## src/rtl/blc_pkg.sv

```systemverilog
`default_nettype none
// ============================================================================
//  Module      : blc_pkg
//  Description : Shared types and constants for the binary-to-logarithmic
//                converter (BLC) and the LBC-side exponent adder.
//                Holds the default operand geometry, the fraction/exponent
//                widths and the packed stage-1 payload.
//  Contents    : BLC_LOG2_WIDTH, BLC_WIDTH  default operand geometry
//                FRAC_W, EXP_W              fraction / exponent widths
//                blc_stage_t                {sign, zero, exp, mag}
//                blc_norm_shift()           left shift that normalizes mag
//  Revision    : 1.0  initial release
// ============================================================================
package blc_pkg;

   localparam int unsigned BLC_LOG2_WIDTH = 4;
   localparam int unsigned BLC_WIDTH      = 1 << BLC_LOG2_WIDTH;
   localparam int unsigned FRAC_W         = BLC_WIDTH - 1;
   localparam int unsigned EXP_W          = BLC_LOG2_WIDTH;

   // Stage-1 payload: everything stage 2 needs to build the log form.
   typedef struct packed {
      logic             sign;
      logic             zero;
      logic [EXP_W-1:0] exp;
      logic [BLC_WIDTH-1:0] mag;
   } blc_stage_t;

   // Shift that moves the leading one at bit e up to bit WIDTH-1.
   // WIDTH-1 is all ones in EXP_W bits, so WIDTH-1-e is simply ~e.
   function automatic logic [EXP_W-1:0] blc_norm_shift(input logic [EXP_W-1:0] e);
      return ~e;
   endfunction

endpackage
`default_nettype wire

```

## src/rtl/blc_pipe_if.sv

```systemverilog
`default_nettype none
// ============================================================================
//  Module      : blc_pipe_if
//  Description : Input/output stream bundle of the BLC pipeline.
//  Signals     : in_valid, in_ready, data_in           operand stream
//                out_valid, out_ready                  result handshake
//                exp_out, frac_out, zero_out, sign_out result payload
//  Modports    : master  producer of operands / consumer of results
//                slave   the converter itself
//  Revision    : 1.0  initial release
// ============================================================================
interface blc_pipe_if
   import blc_pkg::*;
#(
   parameter int unsigned LOG2_WIDTH = BLC_LOG2_WIDTH,
   parameter int unsigned WIDTH      = 2 ** LOG2_WIDTH
);

   logic                  in_valid;
   logic                  in_ready;
   logic [WIDTH-1:0]      data_in;
   logic                  out_valid;
   logic                  out_ready;
   logic [LOG2_WIDTH-1:0] exp_out;
   logic [WIDTH-2:0]      frac_out;
   logic                  zero_out;
   logic                  sign_out;

   modport master (
      output in_valid, data_in, out_ready,
      input  in_ready, out_valid, exp_out, frac_out, zero_out, sign_out
   );

   modport slave (
      input  in_valid, data_in, out_ready,
      output in_ready, out_valid, exp_out, frac_out, zero_out, sign_out
   );

endinterface
`default_nettype wire

```

## src/rtl/blc_lod.sv

```systemverilog
`default_nettype none
// ============================================================================
//  Module      : blc_lod
//  Description : Combinational priority leading-one detector.
//  Ports       : i_mag   in   WIDTH       magnitude to scan
//                o_idx   out  LOG2_WIDTH  index of the most significant 1
//                o_zero  out  1           magnitude is zero (o_idx = 0)
//  Revision    : 1.0  initial release
// ============================================================================
module blc_lod
   import blc_pkg::*;
#(
   parameter int unsigned LOG2_WIDTH = BLC_LOG2_WIDTH,
   parameter int unsigned WIDTH      = 2 ** LOG2_WIDTH
) (
   input  wire logic [WIDTH-1:0]      i_mag,
   output      logic [LOG2_WIDTH-1:0] o_idx,
   output      logic                  o_zero
);

   // Ascending scan: the highest set bit is the last one written.
   always_comb begin
      o_idx = '0;
      for (int i = 0; i < WIDTH; i++) begin
         if (i_mag[i]) begin
            o_idx = LOG2_WIDTH'(i);
         end
      end
   end

   assign o_zero = ~|i_mag;

endmodule
`default_nettype wire

```

## src/rtl/blc_pipe.sv

```systemverilog
`default_nettype none
// ============================================================================
//  Module      : blc_pipe
//  Description : Two-stage pipelined binary-to-logarithmic converter.
//                Stage 1 registers magnitude, sign, leading-one index and
//                zero flag; stage 2 normalizes the magnitude into a
//                left-aligned fraction. valid/ready on both sides, no skid
//                buffer: in_ready is combinational from out_ready.
//  Ports       : clk   in   rising-edge clock
//                rst   in   asynchronous active-high reset
//                bus   blc_pipe_if.slave  operand stream in, result stream out
//  Option      : BLC_SIGNED_EN  two's-complement operands, sign_out driven;
//                               undefined: unsigned operands, sign_out = 0
//  Revision    : 1.0  initial release
// ============================================================================
module blc_pipe
   import blc_pkg::*;
#(
   parameter int unsigned LOG2_WIDTH = BLC_LOG2_WIDTH,
   parameter int unsigned WIDTH      = 2 ** LOG2_WIDTH
) (
   input wire logic   clk,
   input wire logic   rst,
   blc_pipe_if.slave  bus
);

   // ---------------------------------------------------------------------
   // Stage 1 combinational front end
   // ---------------------------------------------------------------------
   logic                  w_sign;
   logic [WIDTH-1:0]      w_mag;
   logic [LOG2_WIDTH-1:0] w_lod_idx;
   logic                  w_lod_zero;

`ifdef BLC_SIGNED_EN
   // WIDTH-bit negation: the most negative value maps onto 2^(WIDTH-1),
   // which is still representable as an unsigned magnitude.
   assign w_sign = bus.data_in[WIDTH-1];
   assign w_mag  = w_sign ? (-bus.data_in) : bus.data_in;
`else
   assign w_sign = 1'b0;
   assign w_mag  = bus.data_in;
`endif

   blc_lod #(
      .LOG2_WIDTH (LOG2_WIDTH),
      .WIDTH      (WIDTH)
   ) u_lod (
      .i_mag  (w_mag),
      .o_idx  (w_lod_idx),
      .o_zero (w_lod_zero)
   );

   // ---------------------------------------------------------------------
   // Pipeline registers and flow control
   // ---------------------------------------------------------------------
   blc_stage_t            r_s1;
   logic                  r_s1_valid;
   logic                  r_s2_valid;
   logic [LOG2_WIDTH-1:0] r_exp;
   logic [WIDTH-2:0]      r_frac;
   logic                  r_zero;
   logic                  r_sign;

   logic                  w_s2_adv;
   logic                  w_s1_adv;

   assign w_s2_adv = !r_s2_valid || bus.out_ready;
   assign w_s1_adv = !r_s1_valid || w_s2_adv;

   // Held low during reset so nothing is accepted into a clearing pipe.
   assign bus.in_ready = !rst && w_s1_adv;

   always_ff @(posedge clk or posedge rst) begin
      if (rst) begin
         r_s1_valid <= 1'b0;
         r_s1       <= '0;
      end else if (w_s1_adv) begin
         r_s1_valid <= bus.in_valid;
         // An empty slot keeps its stale payload; only valid matters.
         if (bus.in_valid) begin
            r_s1.sign <= w_sign;
            r_s1.zero <= w_lod_zero;
            r_s1.exp  <= w_lod_idx;
            r_s1.mag  <= w_mag;
         end
      end
   end

   // ---------------------------------------------------------------------
   // Stage 2: normalizing shifter
   // ---------------------------------------------------------------------
   logic [LOG2_WIDTH-1:0] w_shamt;
   logic [WIDTH-1:0]      w_norm;
   logic                  w_unused_norm_msb;

   assign w_shamt = blc_norm_shift(r_s1.exp);
   assign w_norm  = r_s1.mag << w_shamt;

   // After normalization the top bit is the hidden leading one, which the
   // anti-log side reinserts itself, so it is dropped here.
   assign w_unused_norm_msb = w_norm[WIDTH-1];

   always_ff @(posedge clk or posedge rst) begin
      if (rst) begin
         r_s2_valid <= 1'b0;
         r_exp      <= '0;
         r_frac     <= '0;
         r_zero     <= 1'b0;
         r_sign     <= 1'b0;
      end else if (w_s2_adv) begin
         r_s2_valid <= r_s1_valid;
         if (r_s1_valid) begin
            r_exp  <= r_s1.zero ? '0 : r_s1.exp;
            r_frac <= r_s1.zero ? '0 : w_norm[WIDTH-2:0];
            r_zero <= r_s1.zero;
            r_sign <= r_s1.sign;
         end
      end
   end

   assign bus.out_valid = r_s2_valid;
   assign bus.exp_out   = r_exp;
   assign bus.frac_out  = r_frac;
   assign bus.zero_out  = r_zero;
   assign bus.sign_out  = r_sign;

endmodule
`default_nettype wire

```

## src/flat_wrapper.sv

```systemverilog
// flat-port wrapper written by rule: the top's interface ports become plain ports
module blc_pipe_flat import blc_pkg::*;
#(
   parameter int unsigned LOG2_WIDTH = BLC_LOG2_WIDTH,
   parameter int unsigned WIDTH      = 2 ** LOG2_WIDTH
)
  (clk, rst, bus_in_valid, bus_data_in, bus_out_ready, bus_in_ready, bus_out_valid, bus_exp_out, bus_frac_out, bus_zero_out, bus_sign_out);
  blc_pipe_if #(.LOG2_WIDTH(LOG2_WIDTH), .WIDTH(WIDTH)) bus_i ();
  input wire logic clk;
  input wire logic rst;
  input wire logic [$bits(bus_i.in_valid)-1:0] bus_in_valid;
  input wire logic [$bits(bus_i.data_in)-1:0] bus_data_in;
  input wire logic [$bits(bus_i.out_ready)-1:0] bus_out_ready;
  output wire logic [$bits(bus_i.in_ready)-1:0] bus_in_ready;
  output wire logic [$bits(bus_i.out_valid)-1:0] bus_out_valid;
  output wire logic [$bits(bus_i.exp_out)-1:0] bus_exp_out;
  output wire logic [$bits(bus_i.frac_out)-1:0] bus_frac_out;
  output wire logic [$bits(bus_i.zero_out)-1:0] bus_zero_out;
  output wire logic [$bits(bus_i.sign_out)-1:0] bus_sign_out;
  assign bus_i.in_valid = bus_in_valid;
  assign bus_i.data_in = bus_data_in;
  assign bus_i.out_ready = bus_out_ready;
  assign bus_in_ready = bus_i.in_ready;
  assign bus_out_valid = bus_i.out_valid;
  assign bus_exp_out = bus_i.exp_out;
  assign bus_frac_out = bus_i.frac_out;
  assign bus_zero_out = bus_i.zero_out;
  assign bus_sign_out = bus_i.sign_out;
  blc_pipe #(.LOG2_WIDTH(LOG2_WIDTH), .WIDTH(WIDTH)) u_core (.clk(clk), .rst(rst), .bus(bus_i));
endmodule
```

## config.mk

```make
export PLATFORM = sky130hd
export DESIGN_NAME = blc_pipe_flat
export DESIGN_NICKNAME = d
export VERILOG_FILES = /design/src/rtl/blc_pkg.sv /design/src/rtl/blc_pipe_if.sv /design/src/rtl/blc_lod.sv /design/src/rtl/blc_pipe.sv /design/src/flat_wrapper.sv
export SDC_FILE = /design/constraint.sdc
export NUM_CORES = 1
export LEC_CHECK = 0
export ABC_AREA = 1
export CORE_UTILIZATION = 40
export DETAILED_ROUTE_END_ITERATION = 10
export GPL_ROUTABILITY_DRIVEN = 1
export PLACE_DENSITY = 0.61
export SYNTH_ARGS = -nofsm -noshare
export SYNTH_HDL_FRONTEND = slang
export SYNTH_SLANG_ARGS = --single-unit
```

## constraint.sdc

```tcl
create_clock -name clk -period 2.7 [get_ports clk]
set_clock_uncertainty 0.1 [all_clocks]
set_input_delay 0.54 -clock clk [delete_from_list [all_inputs] [get_ports clk]]
set_output_delay 0.54 -clock clk [all_outputs]
set_load 0.02 [all_outputs]
```

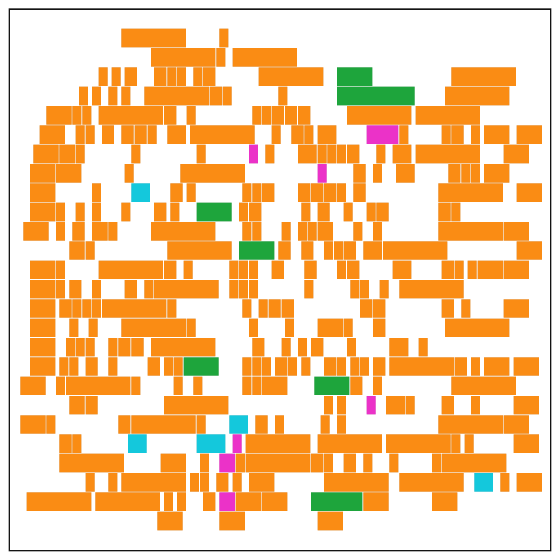
Figure 1: run 1, cells by drive strength.
Key: _6 and larger = green [cells 7, most used clkbuf_8]; _2 cells = magenta [cells 7, most used inv_2]; _3 and _4 cells = cyan [cells 5, most used buf_4]; _0 and _1 cells = orange [cells 315, most used nand2_1]
Post-Layout Inst Area: 2760 µm²
number of non-clock buffers: 45
final setup margin: 0.2027 ns
area growth from synthesis to layout: 25.91%

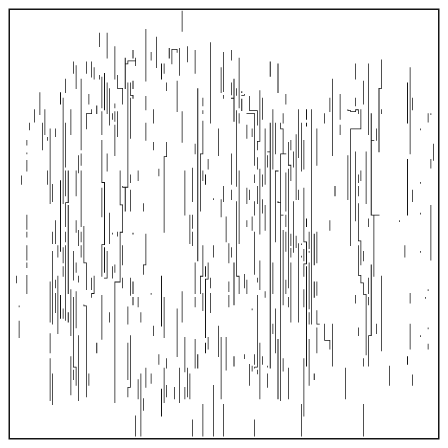
Figure 2: run 1, the metal 2 layer.
The layer holds 44% of the routed length. The layer carries 2,060 µm of wire. 272 nets have wire on it. The longest straight run is 43.9 µm. The wires run mostly vertical.

==> results_dict.tcl, run 1 <==
# collected from the flow reports
set metrics [dict create \
    worstSetupEndpointType "output pin" \
    p_comb_share_pct 36.8 \
    ys_sh_adder_pct 0 \
    regMostFlops "u_core.r_s1" \
    wl_per_cell_um 11.50 \
    yosysMostFrequentCell "nand2_1" \
    seq_share_pct 38.08 \
    overflow 0 \
    fin_crit_sh_pct 92.49 \
    ys_sh_xor_pct 0 \
    n_antenna_cell 0 \
    largest_area_cell "dfrtp_1" \
    buf_share_pct 15.96 \
    fin_util_pct 53.03 \
    ys.flop_type "dfrtp_1" \
    grt.met2_usage_pct 27.73 \
    hold_violations 0 \
    intPower_w 0.001409 \
    endpoint "bus_in_ready" \
    initCoreUtil_pct 42.12 \
    syn_avg_cell_area_um2 7.482 \
    ys_types 26 \
    ios 43 \
    antenna_found_initial 0 \
    tritoncts "done" \
    seq_cell_count 42 \
    status "finished, final reports clean" \
    num_vias 1974 \
]
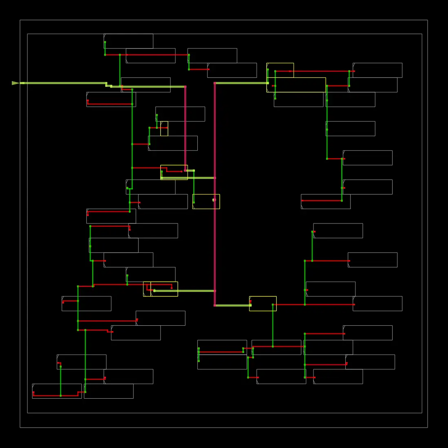
Figure 3: run 1, the clock network.
clk_buf instances: 7
clock group power: 0.000484 W

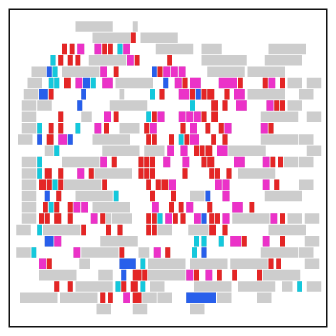
Figure 4: run 1, gate-type map.
Key: inverters = cyan [cells 29]; NOR gates = blue [cells 18]; inverting AOI/OAI gates = magenta [cells 63]; NAND gates = red [cells 125]
Comb/total area: 35.00%
Commonest Layout Cell: nand2_1

--- run 2 (diff from run 1) ---
Settings changed: SLEW_MARGIN set to 10.
==> run 2 against run 1 <==
  * Sequential share of layout area is the same
  * Cell count stayed put
  * Via count unchanged
  * Final area is the same
  * Clock power hardly changed
  * Combinational power about the same
  * First-iteration DRC count stayed put
  * Register-to-register slack barely moved
  * Die size did not move
  * Area after synthesis did not move
  * Critical endpoint unchanged
==> results_dict.tcl, run 2 <==
# collected from the flow reports
set metrics [dict create \
    status "finished, final reports clean" \
    wl_per_cell_um 11.50 \
    intPower_w 0.001409 \
    grt.met2_usage_pct 27.73 \
    p_comb_share_pct 36.8 \
    comb_area_share_pct 35.00 \
    hold_violations 0 \
    ys.flop_type "dfrtp_1" \
    fin_crit_sh_pct 92.49 \
    overflow 0 \
    fin_util_pct 53.03 \
    worstSetupEndpointType "output pin" \
    endpoint "bus_in_ready" \
    layout_setup_ws_ns 0.2027 \
    nClkBuffers 7 \
    synthAoiAreaFrac_pct 15.87 \
    synthToLayoutAreaGrowth_pct 25.91 \
    seq_cell_count 42 \
    ys_sh_xor_pct 0 \
    n_antenna_cell 0 \
    antenna_found_initial 0 \
    layout_top_cell "nand2_1" \
    ios 43 \
    ys_sh_adder_pct 0 \
    ys_types 26 \
    clk-power_w 0.000484 \
    initCoreUtil_pct 42.12 \
    design_area_um2 2760 \
    tritoncts "done" \
    regMostFlops "u_core.r_s1" \
    syn_avg_cell_area_um2 7.482 \
    buf_share_pct 15.96 \
    wl_met3_um 193 \
    num_vias 1974 \
    largest_area_cell "dfrtp_1" \
]
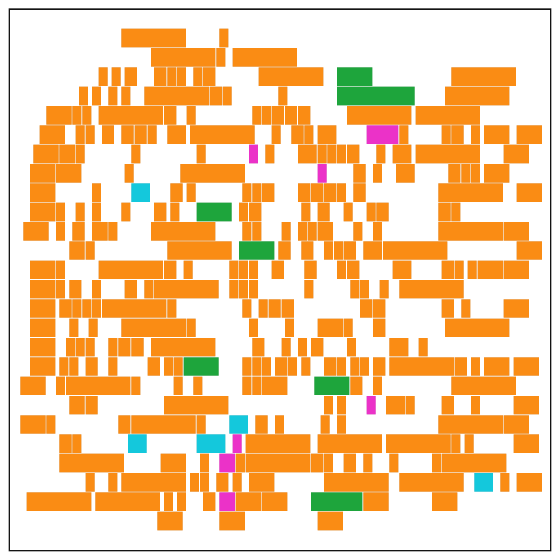
Figure 5: run 2, cells by drive strength.
Key: _6 and larger = green [cells 7, most used clkbuf_8]; _2 cells = magenta [cells 7, most used inv_2]; _3 and _4 cells = cyan [cells 5, most used buf_4]; _0 and _1 cells = orange [cells 315, most used nand2_1]

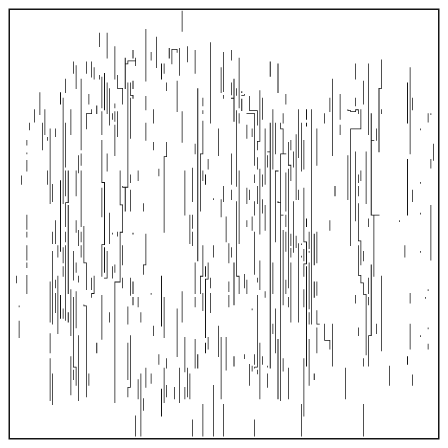
Figure 6: run 2, the metal 2 layer.
The layer holds 44% of the routed length. The layer carries 2,060 µm of wire. 272 nets have wire on it. The longest straight run is 43.9 µm. The wires run mostly vertical.

No activity file was given, so power comes from the tool's default toggle rates.
